--- src/rtl/u_idu_dispatcher.sv ---
// Dual-issue in-order dispatcher: instruction FIFO, head decode,
// intra-pair hazard / stall resolution and ID/EX issue registers.
module u_idu_dispatcher #(
    parameter int DATA_WIDTH   = 32,
    parameter int RF_DEPTH_BIT = 5,
    parameter int FIFO_DEPTH   = 4,
    parameter int CNT_WIDTH    = 16
) (
    input  logic                    clk,
    input  logic                    rst,
    input  logic [1:0]              ifu_idu_inst_vld,
    input  logic [DATA_WIDTH-1:0]   ifu_idu_inst [2],
    input  logic [DATA_WIDTH-1:0]   ifu_idu_pc [2],
    output logic                    idu_ifu_ready,
    input  logic                    ctrl_idu_flush,
    output logic [RF_DEPTH_BIT-1:0] idu_byp_rs1_idx [2],
    output logic [RF_DEPTH_BIT-1:0] idu_byp_rs2_idx [2],
    output logic                    idu_byp_rs1_idx_vld [2],
    output logic                    idu_byp_rs2_idx_vld [2],
    input  logic [1:0]              byp_idu_stall_vld,
    output logic                    idu_iex_pipe_vld [2],
    output logic [DATA_WIDTH-1:0]   idu_iex_inst [2],
    output logic [DATA_WIDTH-1:0]   idu_iex_pc [2],
    output logic [RF_DEPTH_BIT-1:0] idu_iex_rd [2],
    output logic                    idu_iex_rd_vld [2],
    output logic [CNT_WIDTH-1:0]    idu_perf_stall_cnt
);

    localparam int PW = $clog2(FIFO_DEPTH);

    localparam logic [6:0] OPC_LUI    = 7'b0110111;
    localparam logic [6:0] OPC_AUIPC  = 7'b0010111;
    localparam logic [6:0] OPC_JAL    = 7'b1101111;
    localparam logic [6:0] OPC_OP     = 7'b0110011;
    localparam logic [6:0] OPC_STORE  = 7'b0100011;
    localparam logic [6:0] OPC_BRANCH = 7'b1100011;

    logic [DATA_WIDTH-1:0]   inst_q [FIFO_DEPTH];
    logic [DATA_WIDTH-1:0]   pc_q [FIFO_DEPTH];
    logic [PW-1:0]           rd_ptr;
    logic [PW-1:0]           wr_ptr;
    logic [PW:0]             count;

    logic [DATA_WIDTH-1:0]   h_inst [2];
    logic [DATA_WIDTH-1:0]   h_pc [2];
    logic [6:0]              h_op [2];
    logic                    h_vld [2];
    logic                    s1_vld [2];
    logic                    s2_vld [2];
    logic                    d_vld [2];
    logic [RF_DEPTH_BIT-1:0] s1 [2];
    logic [RF_DEPTH_BIT-1:0] s2 [2];
    logic [RF_DEPTH_BIT-1:0] d [2];

    logic                    hazard;
    logic [1:0]              issue;
    logic [1:0]              n_pop;
    logic [1:0]              n_push;
    logic                    push_ok;
    logic [PW-1:0]           wa1;

    assign idu_ifu_ready = count <= (PW+1)'(FIFO_DEPTH - 2);

    always_comb begin
        for (int i = 0; i < 2; i++) begin
            h_inst[i] = inst_q[rd_ptr + PW'(i)];
            h_pc[i]   = pc_q[rd_ptr + PW'(i)];
            h_op[i]   = h_inst[i][6:0];
            h_vld[i]  = count > (PW+1)'(i);
            s1[i]     = RF_DEPTH_BIT'(h_inst[i][19:15]);
            s2[i]     = RF_DEPTH_BIT'(h_inst[i][24:20]);
            d[i]      = RF_DEPTH_BIT'(h_inst[i][11:7]);
            s1_vld[i] = h_vld[i] && h_op[i] != OPC_LUI
                        && h_op[i] != OPC_AUIPC && h_op[i] != OPC_JAL;
            s2_vld[i] = h_vld[i] && (h_op[i] == OPC_OP
                        || h_op[i] == OPC_STORE || h_op[i] == OPC_BRANCH);
            d_vld[i]  = h_vld[i] && h_op[i] != OPC_STORE
                        && h_op[i] != OPC_BRANCH && d[i] != '0;
            idu_byp_rs1_idx[i]     = h_vld[i] ? s1[i] : '0;
            idu_byp_rs2_idx[i]     = h_vld[i] ? s2[i] : '0;
            idu_byp_rs1_idx_vld[i] = s1_vld[i];
            idu_byp_rs2_idx_vld[i] = s2_vld[i];
        end
    end

    // Slot 1 may not consume a register slot 0 is writing this cycle.
    assign hazard = d_vld[0] && ((s1_vld[1] && s1[1] == d[0])
                              || (s2_vld[1] && s2[1] == d[0]));

    assign issue[0] = h_vld[0] && !byp_idu_stall_vld[0] && !ctrl_idu_flush;
    assign issue[1] = issue[0] && h_vld[1] && !byp_idu_stall_vld[1] && !hazard;

    assign n_pop   = {1'b0, issue[0]} + {1'b0, issue[1]};
    assign push_ok = idu_ifu_ready && !ctrl_idu_flush;
    assign n_push  = push_ok ? {1'b0, ifu_idu_inst_vld[0]}
                             + {1'b0, ifu_idu_inst_vld[1]} : 2'd0;
    assign wa1     = wr_ptr + PW'(ifu_idu_inst_vld[0]);

    always_ff @(posedge clk) begin
        if (push_ok && ifu_idu_inst_vld[0]) begin
            inst_q[wr_ptr] <= ifu_idu_inst[0];
            pc_q[wr_ptr]   <= ifu_idu_pc[0];
        end
        if (push_ok && ifu_idu_inst_vld[1]) begin
            inst_q[wa1] <= ifu_idu_inst[1];
            pc_q[wa1]   <= ifu_idu_pc[1];
        end
    end

    always_ff @(posedge clk or posedge rst) begin
        if (rst) begin
            rd_ptr <= '0;
            wr_ptr <= '0;
            count  <= '0;
        end else if (ctrl_idu_flush) begin
            rd_ptr <= '0;
            wr_ptr <= '0;
            count  <= '0;
        end else begin
            rd_ptr <= rd_ptr + PW'(n_pop);
            wr_ptr <= wr_ptr + PW'(n_push);
            count  <= count + (PW+1)'(n_push) - (PW+1)'(n_pop);
        end
    end

    always_ff @(posedge clk or posedge rst) begin
        if (rst) begin
            for (int i = 0; i < 2; i++) begin
                idu_iex_pipe_vld[i] <= 1'b0;
                idu_iex_inst[i]     <= '0;
                idu_iex_pc[i]       <= '0;
                idu_iex_rd[i]       <= '0;
                idu_iex_rd_vld[i]   <= 1'b0;
            end
        end else begin
            for (int i = 0; i < 2; i++) begin
                idu_iex_pipe_vld[i] <= issue[i];
                if (issue[i]) begin
                    idu_iex_inst[i]   <= h_inst[i];
                    idu_iex_pc[i]     <= h_pc[i];
                    idu_iex_rd[i]     <= d[i];
                    idu_iex_rd_vld[i] <= d_vld[i];
                end
            end
        end
    end

    // Counts cycles lost with work pending; survives flush.
    always_ff @(posedge clk or posedge rst) begin
        if (rst) begin
            idu_perf_stall_cnt <= '0;
        end else if (count != '0 && !issue[0] && !ctrl_idu_flush
                     && idu_perf_stall_cnt != '1) begin
            idu_perf_stall_cnt <= idu_perf_stall_cnt + 1'b1;
        end
    end

endmodule

--- config.mk ---
export PLATFORM = sky130hd
export DESIGN_NAME = u_idu_dispatcher
export DESIGN_NICKNAME = d
export VERILOG_FILES = /design/src/rtl/u_idu_dispatcher.sv
export SDC_FILE = /design/constraint.sdc
export NUM_CORES = 1
export LEC_CHECK = 0
export CORE_MARGIN = 4
export CORE_UTILIZATION = 50
export CTS_BUF_LIST = sky130_fd_sc_hd__clkbuf_8 sky130_fd_sc_hd__clkbuf_16
export CTS_CLUSTER_SIZE = 20
export DETAILED_ROUTE_END_ITERATION = 12
export GPL_ROUTABILITY_DRIVEN = 0
export HOLD_SLACK_MARGIN = 0.03
export PLACE_DENSITY = 0.84
export SLEW_MARGIN = 20
export SYNTH_ARGS = -nofsm -noshare
export SYNTH_HDL_FRONTEND = slang
export SYNTH_SLANG_ARGS = --single-unit
--- constraint.sdc ---
create_clock -name clk -period 6.1 [get_ports clk]
set_clock_uncertainty 0.2 [all_clocks]
set_input_delay 0.915 -clock clk [delete_from_list [all_inputs] [get_ports clk]]
set_output_delay 0.915 -clock clk [all_outputs]
set_load 0.02 [all_outputs]
Figure 1. Track usage over the die (run 1).
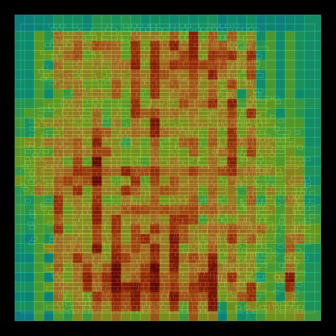
GR Layer Usage met2: 0.395
M3 GR Usage: 0.0583
Tot GR Track Use: 0.255
WL/cell: 25.5 um
Final Core Density: 0.624

Figure 2. Clock wires, drivers and flops (run 1).
The bar under the picture is 50 um long.
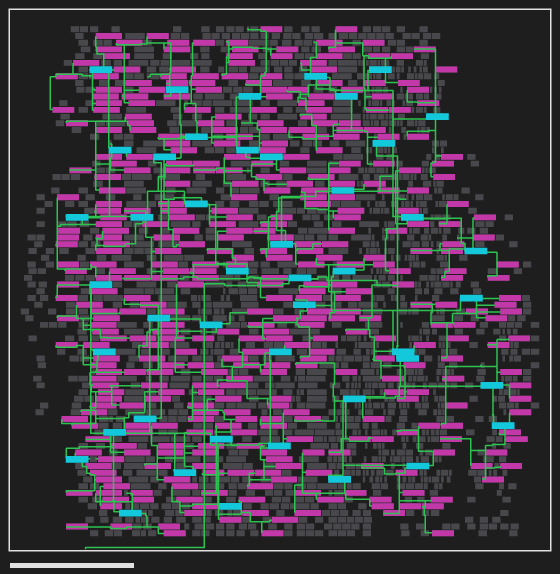
[clock-net drivers] cyan | count: 45
[clock wires] green | length: 5250 um
[flip-flops] magenta | count: 411
routed clock nets	46
flops lie	spread over the die

==> deck_impl_summary.md, run 1 <==
Implementation Results

Synthesis
  • Library cells used by synthesis: 53
  • Synth Warn #: 0
  • Top cell type by total area after synthesis: edfxtp_1
  • Synth Area in Compound Gates: 0.0616
  • Post-Syn Area: 22200 um2
  • Main logic family: multiplexers
  • Top cells by area: edfxtp_1 35%, dfrtp_1 17%, mux2_2 16%, mux4_2 13%, nand2_1 2.5%
  • FA/HA/MAJ Cells, Area Fraction: 0.00632
  • Syn Nets: 1687

Worst setup path
  • Reg2reg path depth: 14
  • Critical Path Max Stage Delay: ~0.93 ns
  • Critical path depth: 14
  • Worst path most repeated cell: ha_1
  • Critical-path top delay cell: dfrtp_4
  • Crit path required time: 6.37 ns

Finish
  • Logic area: 9990 um2
  • Layout cell share with drive strength beyond 1: 0.307
  • Number of logic gates: 989
  • Logic share of the area: 0.368
  • Flop Count: 411
  • Top Layout Cells: 322 x mux2_2, 317 x clkdlybuf4s50_1, 256 x edfxtp_1, 153 x dfrtp_1, 144 x nand2_1
  • Top cell category: registers
  • Filler instances: 3092

Final timing
  • Fin crit share: 0.786

Global routing
  • Largest net degree at the start of global routing: ~100
  • Total gr overflow: 0
  • Initial antenna violation count: 11

Power and ir drop
  • Switching portion of total power: 0.351
  • Comb pwr share: 0.404
  • NetSw: between 4 and 5 mW
  • Worst vdd ir: 0.291 mV

Clocking
  • Clock Tree Root: clkbuf_16
  • CTS Sinks: 411

Min path
  • Hold crit path type: reg2reg
  • Hold Path Sink: idu_iex_pc[54]
  • Hold Startpoint: idu_iex_pc[54]

Placement
  • Post-DP HPWL: 41.3 mm

Status
  • Status: finished clean

Route
  • M1 WL: 24.9 mm
  • Vias per std cell: 6.26
  • Final WL: about 62 mm
  • DRT iter0 DRCs: 1526

Floorplanning
  • FP Util: 0.510
  • IO Pins: roughly 320
Figure 3. The metal 3 layer (run 1).
The bar under the picture is 50 um long. Cells faint in the background.
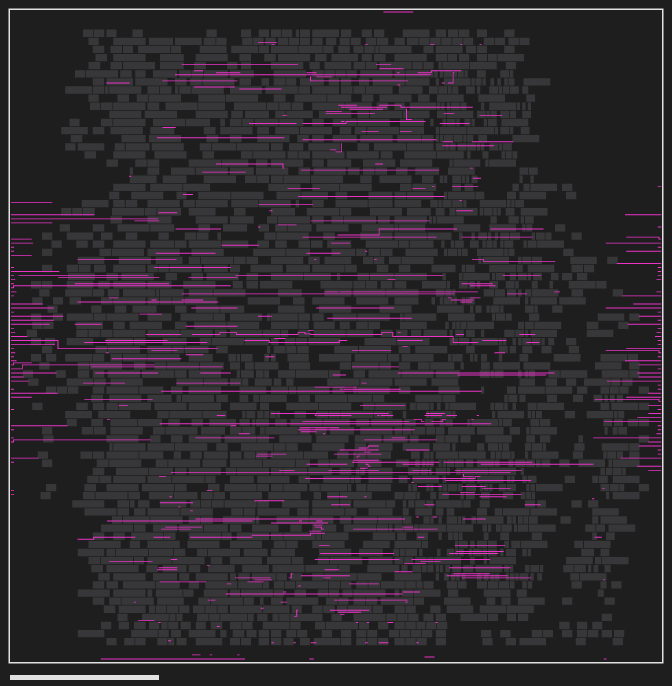
nets with wire on the layer	277
longest straight run	114 um
share of all routed wire	8.1%
wire length on this layer	5020 um
main direction	horizontal

run 1: synth_stat cells (all sizes together) (3+ instances only):
cell type,number
mux2,322
edfxtp,256
dfrtp,155
nand2,145
mux4,128
clkbuf,68
buf,67
nor2,55
and2,54
a221oi,42
o311ai,42
nor3,27
o21ai,26
xnor2,23
a311o,22
a31o,22
nor2b,16
nand3,11
ha,8
xor2,8
inv,7
nand4,6
and4,4
a21oi,3
run 1: flip-flops by register name (all words and copies together), names as in the netlist:
signal	count
idu_perf_stall_cnt	16
inst_q	128
rd_ptr	2
idu_iex_pc	64
idu_iex_pipe_vld	2
wr_ptr	2
idu_iex_inst	64
count	3
pc_q	128
idu_iex_rd_vld	2
run 1: stage by stage:
| step | cell area [um2] | total power [mW] | worst slack, ns | setup TNS [ns] | hold WS [ns] |
|---|---|---|---|---|---|
| finish | 27100 | 11.4 | 1.31 | 0 | 0.303 |
| global placement | 25700 | 8.75 | 1.41 | 0 | 0.273 |
| detailed placement | 25700 | 8.89 | 1.30 | 0 | 0.296 |
| floorplan | 22200 | 6.93 | -0.565 | -72.29 | 0.394 |
| CTS | 27100 | 11.5 | 1.29 | 0 | 0.308 |
| global route | 27100 | 11.9 | 0.971 | 0 | 0.320 |
run 1: power by group through the flow:
| stage | sequential [mW] | clock (mW) | combinational, mW |
|---|---|---|---|
| finish | 4.25 | 2.58 | 4.62 |
| global route | 4.33 | 2.73 | 4.88 |
| CTS | 4.24 | 2.61 | 4.64 |
| detailed placement | 4.28 | 0 | 4.61 |
| global placement | 4.24 | 0 | 4.51 |
| floorplan | 4.65 | 0 | 2.28 |
--- run 2 (diff from run 1) ---
--- a/config.mk
+++ b/config.mk
@@ -6,13 +6,13 @@
 export NUM_CORES = 1
 export LEC_CHECK = 0
 export CORE_MARGIN = 4
-export CORE_UTILIZATION = 50
+export CORE_UTILIZATION = 55
 export CTS_BUF_LIST = sky130_fd_sc_hd__clkbuf_8 sky130_fd_sc_hd__clkbuf_16
 export CTS_CLUSTER_SIZE = 20
 export DETAILED_ROUTE_END_ITERATION = 12
 export GPL_ROUTABILITY_DRIVEN = 0
 export HOLD_SLACK_MARGIN = 0.03
-export PLACE_DENSITY = 0.84
+export PLACE_DENSITY = 0.87
 export SLEW_MARGIN = 20
 export SYNTH_ARGS = -nofsm -noshare
 export SYNTH_HDL_FRONTEND = slang
==> constraint.sdc (replaced) <==
create_clock -name clk -period 4.9 [get_ports clk]
set_clock_uncertainty 0.2 [all_clocks]
set_input_delay 0.735 -clock clk [delete_from_list [all_inputs] [get_ports clk]]
set_output_delay 0.735 -clock clk [all_outputs]
set_load 0.02 [all_outputs]
Figure 4. Track usage over the die (run 2).
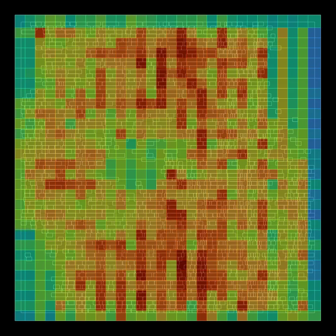
WL/cell: 26.0 um
met1 usage: 0.386
Final Core Density: 0.681
GR Layer Usage met2: 0.431

Figure 5. Wiring by layer (run 2).
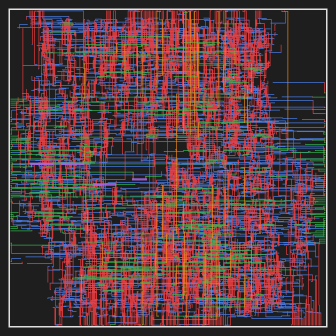
layer	colour	wire length
M2	red	29.1 mm
M4	orange	1950 um
M5	purple	49.7 um
M3	green	5710 um
M1	blue	24.7 mm

Figure 6. Clock wires, drivers and flops (run 2).
The bar under the picture is 50 um long.
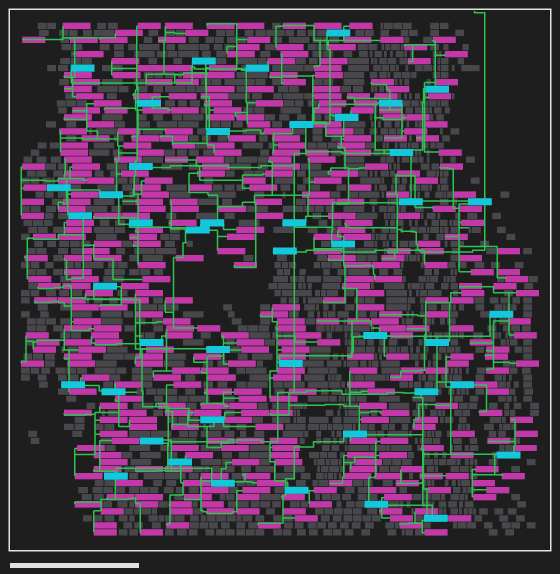
[clock wires] green | length: 5090 um
[flip-flops] magenta | count: 411
[clock-net drivers] cyan | count: 44
flops lie	spread over the die
routed clock nets	45

==> run 2 against run 1 <==
Net effect:
- synthesized cell count unchanged
- highest routed layer unchanged
- total power up 24%
- cell count down 2.2%
- register-to-register slack worse by 0.70 ns
- utilization up 5.7 points
- critical path depth up 1
- maximum frequency up 12%
==> deck_impl_summary.md, run 2 <==
Implementation Results

Synthesis
  • Top post-synthesis cells by count: 322 x mux2_2, 256 x edfxtp_1, 155 x dfrtp_1, 145 x nand2_1, 128 x mux4_2
  • Syn Nets: 1687 (unchanged)
  • Count leader, synth: mux2_2
  • Main logic family: multiplexers
  • Post-Syn Area: 22200 um2 (unchanged)
  • Synth Area in Compound Gates: 0.0616 (unchanged)
  • Top cells by area: edfxtp_1 35%, dfrtp_1 17%, mux2_2 16%, mux4_2 13%, nand2_1 2.5%
  • FA/HA/MAJ Cells, Area Fraction: 0.00632 (unchanged)
  • Simple share: 0.0727
  • Library cells used by synthesis: 53 (unchanged)
  • Mean Syn Cell Area: 14.4 um2

Power and ir drop
  • Worst vdd ir: 0.366 mV (+26%)
  • Top power group: combinational cells
  • Total power: 14.2 mW (+24%)
  • Switching portion of total power: 0.347 (-0.00390)
  • Comb pwr share: 0.408 (+0.004)
  • NetSw: 4.94 mW (+23%)
  • Clk pwr: 3.21 mW (+24%)
  • Combinational power: 5.81 mW (+26%)

Finish
  • Highest-count logic cell in the final layout: mux2_2
  • Top flop regs: inst_q x128, pc_q x128
  • Filler instances: 2710 (-12%)
  • Top Layout Cells: 322 x mux2_2, 317 x clkdlybuf4s50_1, 256 x edfxtp_1, 153 x dfrtp_1, 144 x nand2_1
  • Flop area: 11600 um2
  • Layout cell share with drive strength beyond 1: 0.310 (+0.00264)

Global routing
  • Largest net degree at the start of global routing: 121 (+19%)
  • Initial antenna violation count: 11 (unchanged)
  • Total gr overflow: 0 (unchanged)
  • Tot GR Track Use: 0.276 (+0.0210)

Worst setup path
  • Crit path required time: 5.17 ns (-1.20 ns)

Placement
  • Post-DP HPWL: 41.2 mm (-0.39%)
  • Placed Area: 25700 um2 (about the same)

Final timing
  • Fin. Hold Viols: 0
  • Post-route setup slack: 0.609 ns (-0.697 ns)
  • Fin crit share: 0.876 (+0.0898)

Route
  • Final WL: 61.5 mm (-0.52%)
  • Vias per std cell: 6.48 (+3.5%)

Clocking
  • Clock Tree Root: clkbuf_16
  • CTS Sinks: 411 (unchanged)

Min path
  • Hold crit path type: in2async

Floorplanning
  • FP Util: 0.557 (+0.0466)
  • IO Pins: 318 (unchanged)

Status
  • Status: finished clean
run 2: stage by stage:
stage | hold WS (ns) | TNS, ns
2_1_floorplan | 0.394 | -7.05
3_3_place_gp | 0.275 | 0
3_5_place_dp | 0.292 | 0
4_1_cts | 0.179 | 0
5_1_grt | 0.187 | 0
6_report | 0.195 | 0
run 2: cell type report:
class / count / area share
clock buffer: 49 / 0.0435
clock inverter: 33 / 0.00738
inverter: 7 / 0.00111
sequential: 411 / 0.427
tap: 525 / 0.0242
multi-input combinational: 989 / 0.368
antenna: 7 / 0.000646
timing repair buffer: 349 / 0.129
run 2: worst max-delay path, cell delays in order, from the launching register on:
cell and delay, ns:
dfrtp_4 0.72, buf_12 0.28, mux4_2 0.57, xor2_1 0.16, nor3_1 0.25, and4_4 0.27, o21a_1 0.17, nor2_1 0.10
ha_1 0.31, ha_1 0.28, inv_1 0.06, ha_1 0.14, inv_1 0.05, fa_1 0.37, xnor2_1 0.17, nor2_1 0.05
run 2: layer usage:
metal,global-route usage,vias up,share of wire
met5,0,-,0.00080
met4,0.0864,8,0.032
met3,0.0709,132,0.093
met2,0.431,829,0.47
met1,0.386,7802,0.40
li1,-,6581,-
run 2: worst max path at each step:
stage                               to  cells past startpoint      start  slack (ns)
after floorplan           inst_q[3][0]                      5   count[2]       -0.05
after global placement        count[2]                     15  rd_ptr[0]        0.75
after detailed placement      count[2]                     15  rd_ptr[0]        0.65
after CTS                     count[2]                     15  rd_ptr[0]        0.64
after global routing          count[2]                     15  rd_ptr[0]        0.36
final                         count[2]                     15  rd_ptr[0]        0.61
Power and IR drop assume default switching activity.
